File: src/rtl/axel_mem_test_pkg.sv
// Shared constants and the per-lane increment used by both memory-test channels.
package axel_mem_test_pkg;

  localparam int DATA_WIDTH        = 128;
  localparam int LANE_WIDTH        = 32;
  localparam int NUM_LANES         = DATA_WIDTH / LANE_WIDTH;
  localparam int LANE_INC_DEFAULT  = 1;
  localparam int BUF_DEPTH_DEFAULT = 2;

  // Adds inc to every lane independently; each lane wraps on its own, with no carry between lanes.
  function automatic logic [DATA_WIDTH-1:0] lane_inc(input logic [DATA_WIDTH-1:0] word,
                                                     input logic [LANE_WIDTH-1:0] inc);
    logic [DATA_WIDTH-1:0] res;
    res = '0;
    for (int k = 0; k < NUM_LANES; k++) begin
      res[k*LANE_WIDTH +: LANE_WIDTH] = word[k*LANE_WIDTH +: LANE_WIDTH] + inc;
    end
    return res;
  endfunction

endpackage

File: src/rtl/axel_mem_test_chan.sv
// One memory-test channel: pops words from a read stream, increments every lane,
// buffers the result in a small circular buffer and pushes it to the write stream.
//
// Handshakes: a read-stream word is consumed on a rising edge where rd & vld are
// both 1 (rd is only raised when vld is 1). A write-stream word is delivered on a
// rising edge where wr is 1; wr is only raised while full is 0, and data_out holds
// its value until the word has been pushed.
module axel_mem_test_chan
  import axel_mem_test_pkg::*;
#(
  parameter int LANE_INC  = LANE_INC_DEFAULT,
  parameter int BUF_DEPTH = BUF_DEPTH_DEFAULT
) (
  input  logic                  clk,
  input  logic                  reset,
  input  logic                  vld,
  input  logic [DATA_WIDTH-1:0] data_in,
  output logic                  rd,
  input  logic                  full,
  output logic                  wr,
  output logic [DATA_WIDTH-1:0] data_out
);

  localparam int PW = (BUF_DEPTH > 1) ? $clog2(BUF_DEPTH) : 1;
  localparam int CW = $clog2(BUF_DEPTH + 1);

  localparam logic [CW-1:0]         FULL_CNT = CW'(BUF_DEPTH);
  localparam logic [PW-1:0]         LAST_PTR = PW'(BUF_DEPTH - 1);
  localparam logic [LANE_WIDTH-1:0] INC      = LANE_WIDTH'(LANE_INC);

  logic [DATA_WIDTH-1:0] mem [BUF_DEPTH];
  logic [PW-1:0]         head;
  logic [PW-1:0]         tail;
  logic [CW-1:0]         count;
  logic                  pop;
  logic                  push;

  function automatic logic [PW-1:0] next_ptr(input logic [PW-1:0] p);
    return (p == LAST_PTR) ? '0 : p + PW'(1);
  endfunction

  // Pop while there is room, push while something is buffered and the sink accepts; both held off in reset.
  always_comb begin
    pop      = 1'b0;
    push     = 1'b0;
    pop      = reset & vld & (count < FULL_CNT);
    push     = reset & (count != '0) & ~full;
    rd       = pop;
    wr       = push;
    data_out = mem[head];
  end

  // Circular buffer: transformed word enters at the tail, leaves from the head.
  always_ff @(posedge clk) begin
    if (!reset) begin
      head  <= '0;
      tail  <= '0;
      count <= '0;
      for (int k = 0; k < BUF_DEPTH; k++) begin
        mem[k] <= '0;
      end
    end else begin
      if (pop) begin
        mem[tail] <= lane_inc(data_in, INC);
        tail      <= next_ptr(tail);
      end
      if (push) begin
        head <= next_ptr(head);
      end
      case ({pop, push})
        2'b10:   count <= count + CW'(1);
        2'b01:   count <= count - CW'(1);
        default: count <= count;
      endcase
    end
  end

endmodule

File: config.mk
export PLATFORM = sky130hd
export DESIGN_NAME = axel_mem_test_chan
export DESIGN_NICKNAME = d
export VERILOG_FILES = /design/src/rtl/axel_mem_test_pkg.sv /design/src/rtl/axel_mem_test_chan.sv
export SDC_FILE = /design/constraint.sdc
export NUM_CORES = 1
export LEC_CHECK = 0
export ABC_CLOCK_PERIOD_IN_PS = 4850
export CAP_MARGIN = 30
export CORE_ASPECT_RATIO = 1.2
export CORE_MARGIN = 1.5
export CORE_UTILIZATION = 48
export CTS_BUF_LIST = sky130_fd_sc_hd__clkbuf_16
export DETAILED_ROUTE_END_ITERATION = 10
export HOLD_SLACK_MARGIN = 0.05
export PLACE_DENSITY = 0.77
export SLEW_MARGIN = 20
export SYNTH_ARGS = -nofsm -noshare
export SYNTH_HDL_FRONTEND = slang
export SYNTH_SLANG_ARGS = --single-unit
File: constraint.sdc
create_clock -name clk -period 4.85 [get_ports clk]
set_clock_uncertainty 0.1 [all_clocks]
set_input_delay 0.485 -clock clk [delete_from_list [all_inputs] [get_ports clk]]
set_output_delay 0.485 -clock clk [all_outputs]
set_load 0.01 [all_outputs]
==> results.py <==
# Auto-generated metrics
metrics = {
    "floorplan": {
        "initCoreUtil_pct": 48.6,
        "io_count": 262,
        "design.core.area_mm2": 0.0286,
        "die-height_um": 189,
    },
    "run": {
        "maxCapViolations": 0,
        "openroad.warnings": 27,
    },
    "clocking": {
        "cts_max_path_buffers": 3,
        "ctsHoldBuffers": 0,
        "cts.repair_timing.setup_buffer_count": 0,
        "tritoncts": "built",
        "cts_made_buffers": 27,
        "numClockSinks": 261,
    },
    "yosys": {
        "synth.yosys.seq_area_share_pct": 56.1,
        "mappedNetlistArea_mm2": 0.0139,
        "async_s_r_ff_share_synth_pct": 0,
        "synth.distinct_cells": 43,
        "yosys_register_bits": 261,
        "yosys-stat-cells": 1202,
        "synth-area-yosys_mm2": 0.0139,
        "post-synth-top-area-cell": "edfxtp_1",
    },
    "setup_path": {
        "startpoint": "reset",
        "worst-setup-path-type": "input port to output pin",
        "rr_endpoint": "mem[1][127]",
        "library_cell_appearing_most_often_on_the_critical_path": "clkdlybuf4s50_1",
    },
    "placed_design": {
        "port_buffers": 261,
        "detailedPlacementHpwl_um": 23600,
        "placed_cells": 1795,
        "placed_area_mm2": 0.0169,
    },
    "global_route": {
        "grt_pass1_vias": 10489,
        "grt_remaining_overflow": 0,
    },
    "routing": {
        "drt-wirelength-per-cell_um": 19.2,
        "route.detailed.drc": 0,
        "postRouteWirelength_um": 35400,
        "average_via_count_per_standard_cell": 5.82,
    },
    "pwr": {
        "post-layout-total-power_w": 0.00588,
    },
    "min_path": {
        "hold_path.class": "flop to flop",
        "holdPathStages": 1,
    },
    "cells_and_area": {
        "syn_to_final_growth_pct": 28.2,
        "final_util_pct": 62.3,
    },
    "final_timing": {
        "timing.final.crit_share_pct": 65.6,
        "max_slew_margin_pct": 37.6,
        "timing_max_transition_violations_final": 0,
        "worst_slack_ns": 1.67,
        "fmax_ghz": 0.315,
    },
    "status": {
        "outcome": "finished clean",
    },
}
synth_stat cells (all sizes together) (2+ instances only):
| library cell | number |
|---|---|
| nor2 | 121 |
| a21oi | 98 |
| and4 | 14 |
| mux2 | 128 |
| xnor2 | 37 |
| nand4 | 35 |
| clkbuf | 57 |
| edfxtp | 256 |
| a21boi | 2 |
| or2 | 39 |
| buf | 9 |
| ha | 6 |
| nor4 | 30 |
| and3 | 14 |
| nand3 | 42 |
| nor3 | 15 |
| o31ai | 28 |
| a31o | 2 |
| inv | 15 |
| o21ai | 19 |
| or3 | 21 |
| dfxtp | 5 |
| nand3b | 2 |
| nand2 | 92 |
| or4 | 37 |
| o311ai | 2 |
| xor2 | 16 |
| mux2i | 40 |
| nand4b | 3 |
| and2 | 12 |
routing by layer:
layer	up-vias	share of wire (%)	GRT usage, %
met5	-	0.037	0
met4	2	2.6	7.62
met3	62	7.0	4.10
met2	422	51	40.5
met1	5220	40	28.2
li1	5035	-	-
cells by family (layout without fill, tap and decap cells):
| kind of cell | Yosys count | after routing | synth area share, % |
|---|---|---|---|
| buffers and inverters | 81 | 338 | 2.31 |
| AND-OR/OR-AND | 152 | 152 | 6.16 |
| flip-flops | 261 | 261 | 56.1 |
| XOR/XNOR | 53 | 53 | 3.34 |
| AND/OR/NAND/NOR | 481 | 481 | 18.3 |
| other | 0 | 1 | 0 |
| adder cells (fa/ha/maj) | 6 | 6 | 0.541 |
| multiplexers | 168 | 168 | 13.3 |
flip-flops by register name (all words and copies together), names as in the netlist, named ones only:
signal,cells
tail,1
head,1
mem,256
count,2
worst max-delay path by stage:
stage,slack (ns),cells after the start,to
floorplan,0.05,5,mem[1][0]
detailed placement,1.28,6,mem[1][127]
global route,1.57,3,wr
global placement,1.30,6,mem[1][28]
finish,1.67,3,wr
CTS,1.30,3,data_out[0]
area by class of cell:
class                           count  area (µm²)
Sequential cell                   261        7790
Multi-Input combinational cell    860        5820
Clock inverter                     21         193
Timing Repair Buffer              275        2770
Inverter                           15        56.3
Fill cell                        2361       10800
Antenna cell                        1        2.50
Clock buffer                       27         676
Tap cell                          385         482
cell usage in the layout, fill, tap and decap left out, types with 5 or more instances in the layout:
master           netlist  layout
mux2_2               128     128
o21ai_0                5       5
buf_4                  0      10
xor2_1                16      16
or4_1                 35      35
ha_1                   6       6
clkbuf_16              0      27
nand4_1               34      34
clkdlybuf4s50_1        0     261
nor2_1               121     119
mux2i_1               40      40
nand2_1               92      90
a21oi_1               98      98
o21ai_1               14      14
nor3_1                15      15
xnor2_1               37      37
o31ai_1               28      28
or3_1                 21      21
and4_1                14      14
inv_1                 15      21
nand3_1               41      41
clkinv_1               0       6
edfxtp_1             256     256
and2_1                12      12
nor4_1                28      28
and3_1                14      14
or2_2                 38      38
report_power, final:
group          internal [W]  total (W)  switching (W)  leakage (nW)
logic              0.000587    0.00113       0.000545          2.84
clock network       0.00122    0.00205       0.000839         0.446
registers           0.00265    0.00270      0.0000461          2.72
total               0.00445    0.00588        0.00143          6.01
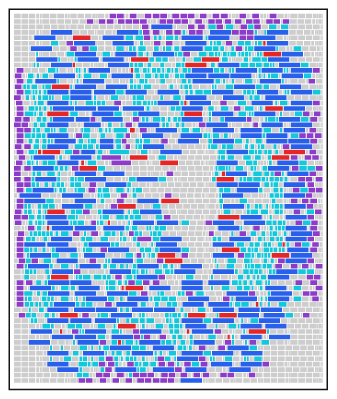
**Above:** cell classes on the final placement.
Drawn at 2 px/µm. Fill, decap, tap and diode cells in gray.
- cyan: combinational and other logic (cells 875; share of their area 34%)
- purple: other buffers and delay cells (cells 275; share of their area 16%)
- red: clock drivers and dummy loads (cells 48; share of their area 5.0%)
- blue: flops (cells 261; share of their area 45%)

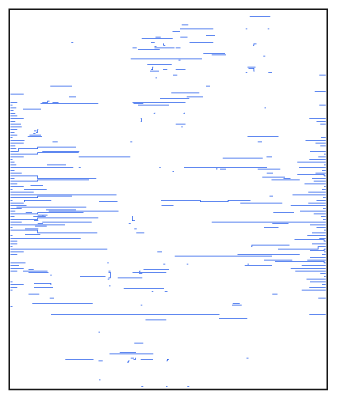
**Above:** M3 wires.
Drawn at 2 px/µm.
- share of all routed wire: 7.0%
- wire length on this layer: 2490 µm
- nets with wire on the layer: 233

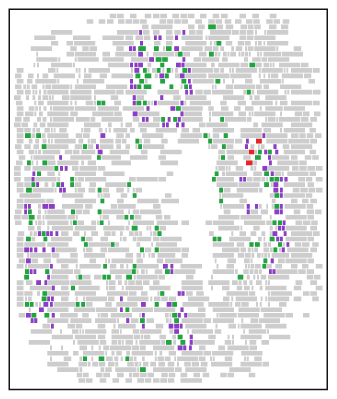
**Above:** logic cells by family.
Drawn at 2 px/µm.
- green: AND and OR gates (cells 139; most used or2_2; where all over the die)
- red: AND-OR and OR-AND gates (cells 3; most used a31o_2)
- purple: inverting AOI/OAI gates (cells 149; most used a21oi_1; where all over the die)
multi-input gate share of the layout cell area: 32.7%
dominant logic cell type in the layout: clkdlybuf4s50_1
final cell count without fillers: 1845

No activity file was given, so power comes from the tool's default toggle rates.
